==> config.mk <==
export PLATFORM = sky130hd
export DESIGN_NAME = fifo_wr_arbiter
export DESIGN_NICKNAME = d
export VERILOG_FILES = /design/src/rtl/fifo_wr_arbiter.sv
export SDC_FILE = /design/constraint.sdc
export NUM_CORES = 1
export LEC_CHECK = 0
export CAP_MARGIN = 20
export CORE_MARGIN = 8
export CORE_UTILIZATION = 50
export CTS_CLUSTER_SIZE = 16
export DETAILED_ROUTE_END_ITERATION = 12
export GPL_TIMING_DRIVEN = 1
export PLACE_DENSITY = 0.78
export SYNTH_ARGS = -nofsm -noshare
export SYNTH_HDL_FRONTEND = slang
export SYNTH_SLANG_ARGS = --single-unit
export TNS_END_PERCENT = 10
==> constraint.sdc <==
create_clock -name wclk -period 3.2 [get_ports wclk]
set_input_delay 0.32 -clock wclk [delete_from_list [all_inputs] [get_ports wclk]]
set_output_delay 0.32 -clock wclk [all_outputs]
set_load 0.01 [all_outputs]
M2 wires:
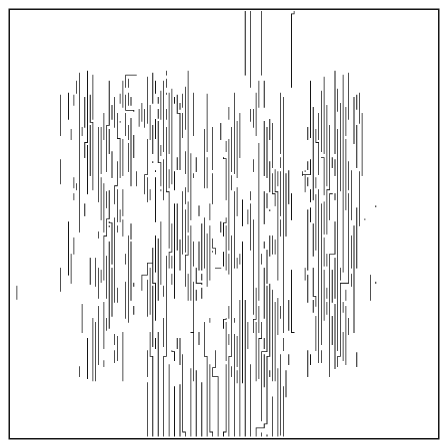
longest straight run: 39.8 um
main direction: vertical
share of all routed wire: 55%
M2 GR Usage: 33.9%
WL final: 4780 um
DR vias: 1705

Cell classes on the final placement:
The bar under the picture is 20 um long. Fill, decap, tap and diode cells in grey.
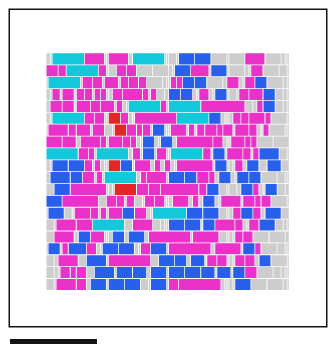
| colour | class | cells | share of their area |
|---|---|---|---|
| cyan | flip-flops | 14 | 13% |
| blue | other buffers and delay cells | 76 | 30% |
| red | clock drivers and dummy loads | 4 | 1.6% |
| magenta | all other logic | 156 | 56% |
Core ar.: 3030 um^2
final instance area: 2300 um^2
Rows: 20

Cells by drive strength:
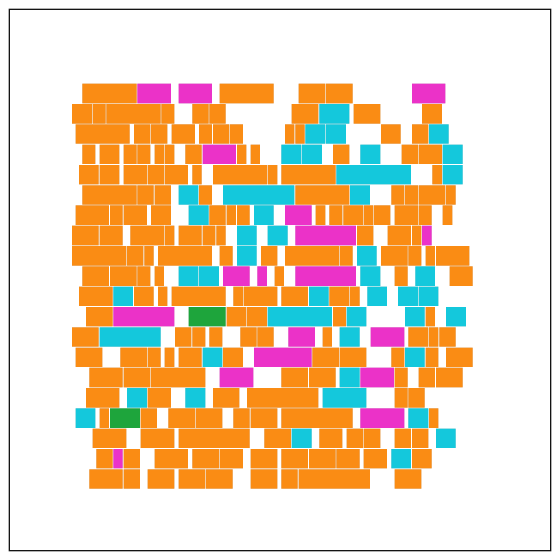
| colour | size | cells | share |
|---|---|---|---|
| orange | drive 1 or less | 185 | 74% |
| cyan | drive 3 to 4 | 45 | 18% |
| magenta | drive 2 | 18 | 7.2% |
| green | drive 6 and up | 2 | 0.80% |
Signal buffers: 76
setup slack after layout: 0.0981 ns
Area Overhead vs Synth: 44.6%

Clock nets:
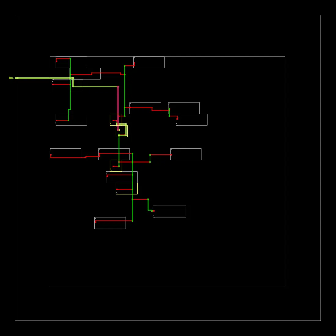
Clock Skews: 0.00249 ns
Clock buffer cells: 4

==> results.json <==
{
  "status": "complete, no violations",
  "grt_antenna_before_repair": 0,
  "use_met1_pct": 21.2,
  "hold_depth": 2,
  "ys_sh_aoi_pct": 29.8,
  "critical-path-top-delay-family": "buffers and inverters",
  "fp_util_pct": 52.5,
  "yosysTopAreaCellShare_pct": 17.6,
  "drt_iter0_markers": 103,
  "comb_area_um2": 1220,
  "grt_start_max_net_pins": 18,
  "wl_met3_um": 256,
  "simple_gate_share_pct": 25.0,
  "endpoint_kind": "output port",
  "yosys_warnings": 0,
  "slew_headroom_pct": 73.2,
  "fin_crit_ns": 3.10,
  "switchingPower_mw": 0.190,
  "gr-usage-met3_pct": 2.62,
  "clk_latency_ns": 0.28,
  "ys_sh_adder_pct": 5.51,
  "crit_arrival_ns": 2.78,
  "met1Wirelength_um": 1890,
  "grt_overflow": 0,
  "ys_sh_mux_pct": 14.2,
  "timing.fmax_mhz": 322,
  "report.final.slew_viol_count": 0,
  "n_antenna_cell": 0,
  "die_h_um": 72.4,
  "port_buffers": 39,
  "cts-root-buf": "clkbuf_4",
  "synth_area_um2": 1590,
  "power_combinational_mw": 0.251,
  "io_pins": 40,
  "grt_pass1_vias": 1669,
  "cts_resized": 5,
  "largest_reg_flops": 8,
  "grt_pass1_wl_um": 7920
}
[cell type report]
class	instances	area share, %
multi-input combinational	147	52.9
tap	44	2.39
sequential	14	12.2
clock buffer	4	1.58
inverter	9	1.47
timing repair buffer	76	29.4
[kinds of logic after synthesis]
kind of cell | after synthesis
compound gates | 58
xor+xnor | 3
fa+ha+maj | 7
buf+inv | 20
flops | 14
mux | 11
simple gates | 68
[through the flow]
stage                     hold WS (ns)  std cells  total power [mW]  worst slack (ns)  util (%)
after global routing             0.555        294             0.598           0.00237      76.0
final                            0.503        294             0.571            0.0981      76.0
after global placement           0.455        288             0.430           -0.0221      73.8
after CTS                        0.506        292             0.561            0.0299      74.8
after detailed placement         0.496        288             0.437           -0.0635      73.8
after floorplan                  0.490        181             0.330             0.693         -
Power is estimated from default activity; no workload was simulated.
